$ cat src/rtl/decode_issue_ctrl_pkg.sv
// Shared types for the decode/issue controller: register index and the
// per-instruction fields the controller holds and checks for hazards.
package decode_issue_ctrl_pkg;

   localparam int REG_AW = 5;

   typedef logic [REG_AW-1:0] creg_addr_t;

   typedef struct packed {
      creg_addr_t rs1;
      creg_addr_t rs2;
      creg_addr_t rd;
      logic       use_rs1;
      logic       use_rs2;
      logic       wr_rd;
   } issue_req_t;

   // x0 is hardwired zero, so it never participates in hazards
   function automatic logic reg_live(creg_addr_t r);
      return r != '0;
   endfunction

endpackage

$ cat src/rtl/decode_issue_ctrl_if.sv
// Fetch-side and issue-side handshakes plus register-file read indices.
interface decode_issue_ctrl_if;
   import decode_issue_ctrl_pkg::*;

   logic       in_valid;
   logic       in_ready;
   creg_addr_t in_rs1;
   creg_addr_t in_rs2;
   creg_addr_t in_rd;
   logic       in_use_rs1;
   logic       in_use_rs2;
   logic       in_wr_rd;
   logic       out_valid;
   logic       out_ready;
   creg_addr_t ra1;
   creg_addr_t ra2;

   modport master (
      output in_valid, in_rs1, in_rs2, in_rd, in_use_rs1, in_use_rs2, in_wr_rd,
      output out_ready,
      input  in_ready, out_valid, ra1, ra2
   );

   modport slave (
      input  in_valid, in_rs1, in_rs2, in_rd, in_use_rs1, in_use_rs2, in_wr_rd,
      input  out_ready,
      output in_ready, out_valid, ra1, ra2
   );

endinterface

$ cat src/rtl/decode_issue_ctrl_issue_scoreboard.sv
// Pending-write bitmap: one set port (issue), one clear port (writeback),
// two source read ports and a WAW read port, plus a sticky bad-retire flag.
module issue_scoreboard
   import decode_issue_ctrl_pkg::*;
#(
   parameter int NREG = 32
) (
   input  logic       clk,
   input  logic       reset,
   input  logic       set_i,
   input  creg_addr_t set_idx_i,
   input  logic       clr_i,
   input  creg_addr_t clr_idx_i,
   input  creg_addr_t rd1_idx_i,
   input  creg_addr_t rd2_idx_i,
   input  creg_addr_t waw_idx_i,
   output logic       rd1_pend_o,
   output logic       rd2_pend_o,
   output logic       waw_pend_o,
   output logic       err_o
);

   logic [NREG-1:0] pend_q, pend_d;
   logic            err_q;
   logic            clr_legal;

   assign rd1_pend_o = reg_live(rd1_idx_i) & pend_q[rd1_idx_i];
   assign rd2_pend_o = reg_live(rd2_idx_i) & pend_q[rd2_idx_i];
   assign waw_pend_o = reg_live(waw_idx_i) & pend_q[waw_idx_i];
   assign err_o      = err_q;

   // Retiring x0 or a register with no outstanding writer is a protocol error
   assign clr_legal = clr_i & reg_live(clr_idx_i) & pend_q[clr_idx_i];

   always_comb begin
      pend_d = pend_q;
      if (clr_legal) pend_d[clr_idx_i] = 1'b0;
      if (set_i & reg_live(set_idx_i)) pend_d[set_idx_i] = 1'b1;
   end

   always_ff @(posedge clk) begin
      if (!reset) begin
         pend_q <= '0;
         err_q  <= 1'b0;
      end else begin
         pend_q <= pend_d;
         if (clr_i & ~clr_legal) err_q <= 1'b1;
      end
   end

endmodule

$ cat src/rtl/decode_issue_ctrl.sv
// Decode-stage sequencer: one-entry hold register, scoreboard hazard check,
// valid/ready issue with zero-bubble back-to-back flow and a stall counter.
module decode_issue_ctrl
   import decode_issue_ctrl_pkg::*;
#(
   parameter int NREG  = 32,
   parameter int CNT_W = 32
) (
   input  logic                clk,
   input  logic                reset,
   decode_issue_ctrl_if.slave  fe,
   input  logic                wb_valid,
   input  creg_addr_t          wb_dst,
   input  logic                flush,
   output logic [CNT_W-1:0]    stall_cnt,
   output logic                sb_err
);

   issue_req_t       hold_q, hold_d;
   logic             hold_vld_q, hold_vld_d;
   logic [CNT_W-1:0] stall_cnt_q, stall_cnt_d;
   logic             p_rs1, p_rs2, p_rd;
   logic             hazard, out_vld, in_rdy, issue;

   issue_scoreboard #(.NREG(NREG)) u_sb (
      .clk        (clk),
      .reset      (reset),
      .set_i      (issue & hold_q.wr_rd),
      .set_idx_i  (hold_q.rd),
      .clr_i      (wb_valid),
      .clr_idx_i  (wb_dst),
      .rd1_idx_i  (hold_q.rs1),
      .rd2_idx_i  (hold_q.rs2),
      .waw_idx_i  (hold_q.rd),
      .rd1_pend_o (p_rs1),
      .rd2_pend_o (p_rs2),
      .waw_pend_o (p_rd),
      .err_o      (sb_err)
   );

   assign hazard  = hold_vld_q & ((hold_q.use_rs1 & p_rs1) |
                                  (hold_q.use_rs2 & p_rs2) |
                                  (hold_q.wr_rd   & p_rd));
   assign out_vld = reset & hold_vld_q & ~hazard & ~flush;
   assign issue   = out_vld & fe.out_ready;
   // Refill in the same cycle the held instruction leaves
   assign in_rdy  = reset & (~hold_vld_q | issue);

   assign fe.out_valid = out_vld;
   assign fe.in_ready  = in_rdy;
   assign fe.ra1       = hold_q.rs1;
   assign fe.ra2       = hold_q.rs2;
   assign stall_cnt    = stall_cnt_q;

   always_comb begin
      hold_d      = hold_q;
      hold_vld_d  = hold_vld_q;
      stall_cnt_d = stall_cnt_q;
      if (flush) begin
         hold_vld_d = 1'b0;
      end else if (fe.in_valid & in_rdy) begin
         hold_d = '{rs1: fe.in_rs1, rs2: fe.in_rs2, rd: fe.in_rd,
                    use_rs1: fe.in_use_rs1, use_rs2: fe.in_use_rs2,
                    wr_rd: fe.in_wr_rd};
         hold_vld_d = 1'b1;
      end else if (issue) begin
         hold_vld_d = 1'b0;
      end
      if (hazard & ~flush) stall_cnt_d = stall_cnt_q + CNT_W'(1);
   end

   always_ff @(posedge clk) begin
      if (!reset) begin
         hold_q      <= '0;
         hold_vld_q  <= 1'b0;
         stall_cnt_q <= '0;
      end else begin
         hold_q      <= hold_d;
         hold_vld_q  <= hold_vld_d;
         stall_cnt_q <= stall_cnt_d;
      end
   end

endmodule

$ cat src/flat_wrapper.sv
// flat-port wrapper written by rule: the top's interface ports become plain ports
module decode_issue_ctrl_flat import decode_issue_ctrl_pkg::*;
#(
   parameter int NREG  = 32,
   parameter int CNT_W = 32
)
  (clk, reset, wb_valid, wb_dst, flush, stall_cnt, sb_err, fe_in_valid, fe_in_rs1, fe_in_rs2, fe_in_rd, fe_in_use_rs1, fe_in_use_rs2, fe_in_wr_rd, fe_out_ready, fe_in_ready, fe_out_valid, fe_ra1, fe_ra2);
  decode_issue_ctrl_if fe_i ();
  input  logic clk;
  input  logic reset;
  input  logic wb_valid;
  input  creg_addr_t wb_dst;
  input  logic flush;
  output logic [CNT_W-1:0] stall_cnt;
  output logic sb_err;
  input wire logic [$bits(fe_i.in_valid)-1:0] fe_in_valid;
  input wire logic [$bits(fe_i.in_rs1)-1:0] fe_in_rs1;
  input wire logic [$bits(fe_i.in_rs2)-1:0] fe_in_rs2;
  input wire logic [$bits(fe_i.in_rd)-1:0] fe_in_rd;
  input wire logic [$bits(fe_i.in_use_rs1)-1:0] fe_in_use_rs1;
  input wire logic [$bits(fe_i.in_use_rs2)-1:0] fe_in_use_rs2;
  input wire logic [$bits(fe_i.in_wr_rd)-1:0] fe_in_wr_rd;
  input wire logic [$bits(fe_i.out_ready)-1:0] fe_out_ready;
  output wire logic [$bits(fe_i.in_ready)-1:0] fe_in_ready;
  output wire logic [$bits(fe_i.out_valid)-1:0] fe_out_valid;
  output wire logic [$bits(fe_i.ra1)-1:0] fe_ra1;
  output wire logic [$bits(fe_i.ra2)-1:0] fe_ra2;
  assign fe_i.in_valid = fe_in_valid;
  assign fe_i.in_rs1 = fe_in_rs1;
  assign fe_i.in_rs2 = fe_in_rs2;
  assign fe_i.in_rd = fe_in_rd;
  assign fe_i.in_use_rs1 = fe_in_use_rs1;
  assign fe_i.in_use_rs2 = fe_in_use_rs2;
  assign fe_i.in_wr_rd = fe_in_wr_rd;
  assign fe_i.out_ready = fe_out_ready;
  assign fe_in_ready = fe_i.in_ready;
  assign fe_out_valid = fe_i.out_valid;
  assign fe_ra1 = fe_i.ra1;
  assign fe_ra2 = fe_i.ra2;
  decode_issue_ctrl #(.NREG(NREG), .CNT_W(CNT_W)) u_core (.clk(clk), .reset(reset), .fe(fe_i), .wb_valid(wb_valid), .wb_dst(wb_dst), .flush(flush), .stall_cnt(stall_cnt), .sb_err(sb_err));
endmodule
$ cat config.mk
export PLATFORM = sky130hd
export DESIGN_NAME = decode_issue_ctrl_flat
export DESIGN_NICKNAME = d
export VERILOG_FILES = /design/src/rtl/decode_issue_ctrl_pkg.sv /design/src/rtl/decode_issue_ctrl_if.sv /design/src/rtl/decode_issue_ctrl_issue_scoreboard.sv /design/src/rtl/decode_issue_ctrl.sv /design/src/flat_wrapper.sv
export SDC_FILE = /design/constraint.sdc
export NUM_CORES = 1
export LEC_CHECK = 0
export ABC_AREA = 1
export ABC_CLOCK_PERIOD_IN_PS = 2600
export CAP_MARGIN = 20
export CORE_MARGIN = 2
export CORE_UTILIZATION = 25
export CTS_CLUSTER_DIAMETER = 50
export DETAILED_ROUTE_END_ITERATION = 12
export PLACE_DENSITY = 0.43
export SYNTH_ARGS = -nofsm -noshare
export SYNTH_HDL_FRONTEND = slang
export SYNTH_SLANG_ARGS = --single-unit
$ cat constraint.sdc
create_clock -name clk -period 2.6 [get_ports clk]
set_input_delay 0.52 -clock clk [delete_from_list [all_inputs] [get_ports clk]]
set_output_delay 0.52 -clock clk [all_outputs]
set_load 0.01 [all_outputs]
Fig. 1: cell sizes after repair
Scale: 3 px per um.
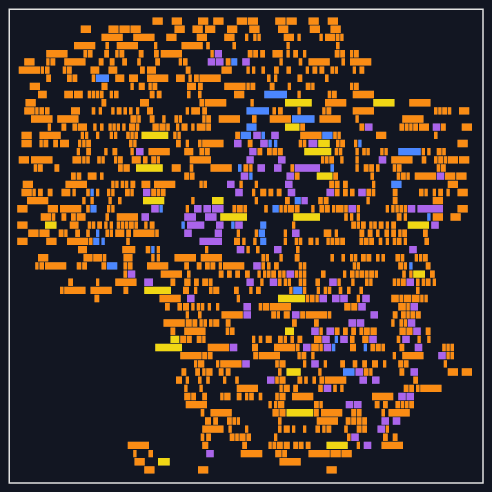
Key: drive 3 to 4 = purple [cells 103, most used buf_4]; drive 6 and up = yellow [cells 24, most used clkbuf_16]; drive 2 = blue [cells 39, most used inv_2]; drive 1 or less = orange [cells 932, most used nand2_1]
P&R area growth vs syn: 33.4%
layout buffer count excluding clock buffers: 173
post-layout worst setup margin: -0.0558 ns
design area: 7850 um^2

Fig. 2: signal wires on met2
Scale: 2 px per um.
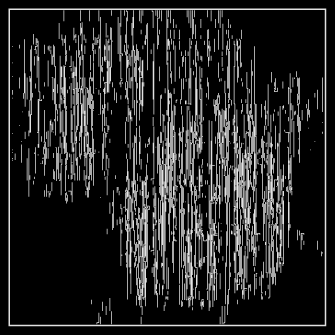
The layer holds 47% of the routed length. The longest straight run is 51.0 um.
global routing usage on met2: 31.2%
via count: 6746
Total Wirelength: 22900 um

Fig. 3: zoomed window
Window x 66 to 91, y 66 to 91 um. Cells in grey, sequential cells in the stronger grey; small squares are vias.
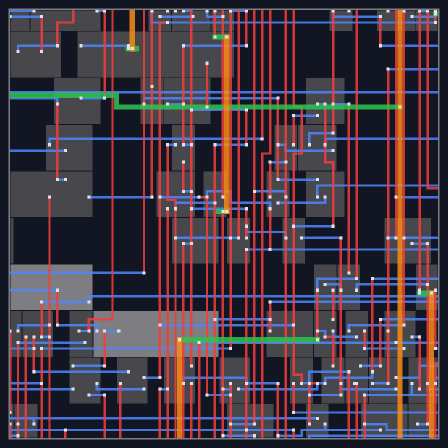
Key: met1 = blue; met3 = green; met2 = red; met4 = orange
Most frequent: nand2_1 (15), buf_4 (8). Netlist names of flops here include u_core.u_sb.pend_q (2). Sequential cells in the window: 2. 44 logic cells have their middle in the window.

Fig. 4: sequential cells coloured by netlist name
Scale: 2 px per um. Other sequential cells in the stronger grey, the rest of the logic in the fainter grey.
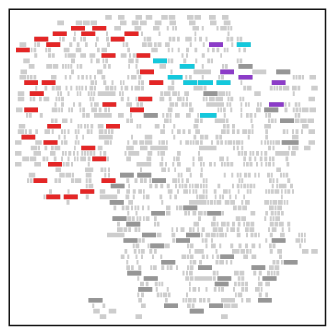
Key: u_core.hold_q = cyan [placed flops 8, where north]; u_core.stall_cnt = red [placed flops 32]; u_core.fe.ra1 = purple [placed flops 5, where north-east]
final standard cell utilization of the core: 33.7%
sequential share of cell area: 21.6%
sequential power: 1330 uW
flip-flop and latch area: 1690 um^2

==> results.txt <==
Purpose: to document the outcome of synthesis and place and route.

Clocking
The H-tree was split into 3 levels. The clock sink count is 84. Buffers inserted to repair hold after CTS numbered 0. Clock tree synthesis selected as its root buffer the cell clkbuf_16.

The skew report gives the latency at the later pin of the worst-skew pair as 0.36 ns. Counting the buffers created by CTS gives 9. The number of buffers on the longest clock path is 2.

Synthesis
The async set-reset flop share out of synthesis is 0%. After synthesis, the netlist uses 32 different library cells. The synthesized netlist net count is 997.

Yosys attributes the largest share of cell area to dfxtp_1, nand2_1, nand3_1, a21oi_1, nor2_1. The number of synthesized flops with an enable pin is 0. The area share of the leading cell type in the synthesized netlist is 28.6%. Summed over all instances, the cell type with the most area after synthesis is dfxtp_1. Per the synth log, the flip-flop and latch total comes to 84. In the synthesis report, Yosys lists the chip area as 5880 um^2. The average size of a mapped cell is 6.08 um^2.

Per Yosys stat, the portion of area used by sequential elements is 28.6%. The post-synthesis instance area is 5880 um^2. The total cells reported by yosys after synthesis is 967. Sorting the synthesized cells by how often they occur yields nand2_1, nand3_1, nor2_1, a21oi_1, inv_1.

Final timing
The final tally of setup violations is 2. The worst slew margin relative to its limit is 50.8%. Based on the critical path, the design can be clocked at up to 377 MHz. The final setup TNS is -0.0816 ns.

The final critical-path share of the clock period is 102%. The transition time at the pin with the least slew margin is 0.737 ns. The final worst slack is -0.0558 ns. The final count of hold timing violations is 0. Setup repair after global routing could not meet its margin everywhere. The smallest clock period supported by the final layout is computed as 2.66 ns.

The total count of max-transition violations in the final report is 0.

Setup path
The element type at the critical path end is a primary output. The critical path runs through a total of 13 cells. The data required time at the worst endpoint is 2.08 ns. The cell sequence reported for the critical path is buf_6 > nor2_2 > buf_4 > inv_2 > o21ai_1 > inv_2 > nand2_1 > nand2_2 > inv_2 > buf_6 > nand2_4 > nor2_4 > buf_6. The largest single stage delay on the critical path is 0.37 ns. Counting cells, the worst reg-to-reg path comes to 15. The data arrival time of the critical path is 2.14 ns.

Looking at the setup timing report, the critical path kind is reg2out. Looking at the critical path, the highest net fanout was 6. The worst setup path is launched from a register. The buffers plus inverters on the worst setup path is 7. The slowest library cell on the worst path is dfxtp_4.

Floorplan
The core footprint is 23300 um^2. For this design the top-level I/O count stands at 74. The share of the core area taken by cells at floorplan is 25.3%. The area of the chip is 24800 um^2.

The chip height is 157 um.

Routing
After detailed routing, the number of remaining DRC violations is 0. The violation tally recorded at the end of detailed-routing iteration 0 is 496. Dividing the detail-routed wire length by the instance count gives 16.2 um.

In the per-layer summary, the met1 wirelength comes to 10500 um. The wire length on met3 is 873 um. The uppermost layer routed is met4. The number of vias per cell is 4.76. The first-pass iteration count of the detailed router is 5. The number of nets with antenna violations after routing is 0.

Global routing
The routing usage on met1 is 24.8%. The global-route wire length before repair is 35900 um. Global route summary, busiest routing layer listed as met2. The number of global-route vias before repair is 6363. The overall track demand over capacity in global routing is 18.8%. The number of antenna violations at the first check in global routing was 0. Routing resource usage on met3 recorded by global route was 2.18%.

Power and ir drop
The power report puts the net switching power at 880 uW. In this run switching power makes up 28.6% of total power. IR analysis of the VDD net gives a maximum drop of 0.289 mV. The portion of total power attributed to combinational logic is 13.7%. The design draws 3070 uW.

The script computed a power per unit cell area of 392 nW/um^2. Internal power comes to 2190 uW. The leakage power is 0.00298 uW.

Flow run
Across all stage logs, warnings added up to 27. The number of max-cap violations is 0.

Final layout
The top cell types in the final layout, fill and taps aside, are nand2_1, nand3_1, buf_4. Per the cell usage report, the commonest logic cell in the layout is nand2_1. The ratio of cells with drive above 1 in the final layout is 15.1%.

The final layout contains 1123 nets.

Run status
The checks that failed: setup timing. The run finished, with violations left.

Worst hold path
The worst hold path passes through 2 cells.

Place
Per the detailed placement report, the placed cell area equals 7380 um^2. The wire-length estimate of the detail-placed layout is 16800 um. Timing analysis after detailed placement gives a worst setup slack of -0.293 ns. The number of port buffers is 73.
## kinds of logic after synthesis
kind of cell / synth area share (%)
compound gates: 15.0
fa+ha+maj: 0.213
xor+xnor: 4.47
buf+inv: 13.1
simple gates: 38.7
flops: 28.6
## worst paths after layout
path / from / to / slack [ns]
worst max-delay path: u_core.hold_q[3] / fe_out_valid / -0.06
worst max register to register: u_core.hold_q[3] / u_core.u_sb.pend_q[10] / 0.15
worst min register to register: u_core.u_sb.err_o / u_core.u_sb.err_o / 0.47
worst min-delay path: u_core.u_sb.err_o / u_core.u_sb.err_o / 0.47
## power by group through the flow
stage / clock network, uW / logic [uW] / registers, uW
5_1_grt: 1400 / 467 / 1330
3_5_place_dp: 0 / 396 / 1360
2_1_floorplan: 0 / 226 / 1350
4_1_cts: 1370 / 411 / 1330
3_3_place_gp: 0 / 398 / 1360
6_report: 1330 / 422 / 1330
## layout make-up
type,instances,area [um^2],area share (%)
clock buffers,11,253,3.22
multi-input cells,717,3490,44.5
clock inverters,5,42.5,0.542
well taps,319,399,5.09
repair buffers,173,1560,19.9
flip-flops and latches,84,1690,21.6
inverters,108,408,5.20
## repair_timing
action | in CTS | in global routing
gates cloned | 0 | 1
buffers inserted | 4 | 1
endpoints found under the setup margin | 34 | 37
pin swaps | 4 | 13
gates resized | 24 | 18
## state kept, by name, indices dropped and copies added (netlist names)
signal	cells
u_core.u_sb.err_o	1
u_core.u_sb.pend_q	32
u_core.stall_cnt	32
u_core.hold_vld_q	1
u_core.fe.ra2	5
u_core.hold_q	8
u_core.fe.ra1	5
## metrics by stage
stage / std cells / hold slack [ns]
2_1_floorplan: 967 / 0.433
3_3_place_gp: 1395 / 0.462
3_5_place_dp: 1395 / 0.461
4_1_cts: 1415 / 0.481
5_1_grt: 1417 / 0.527
6_report: 1417 / 0.470
Power and IR drop assume default switching activity.
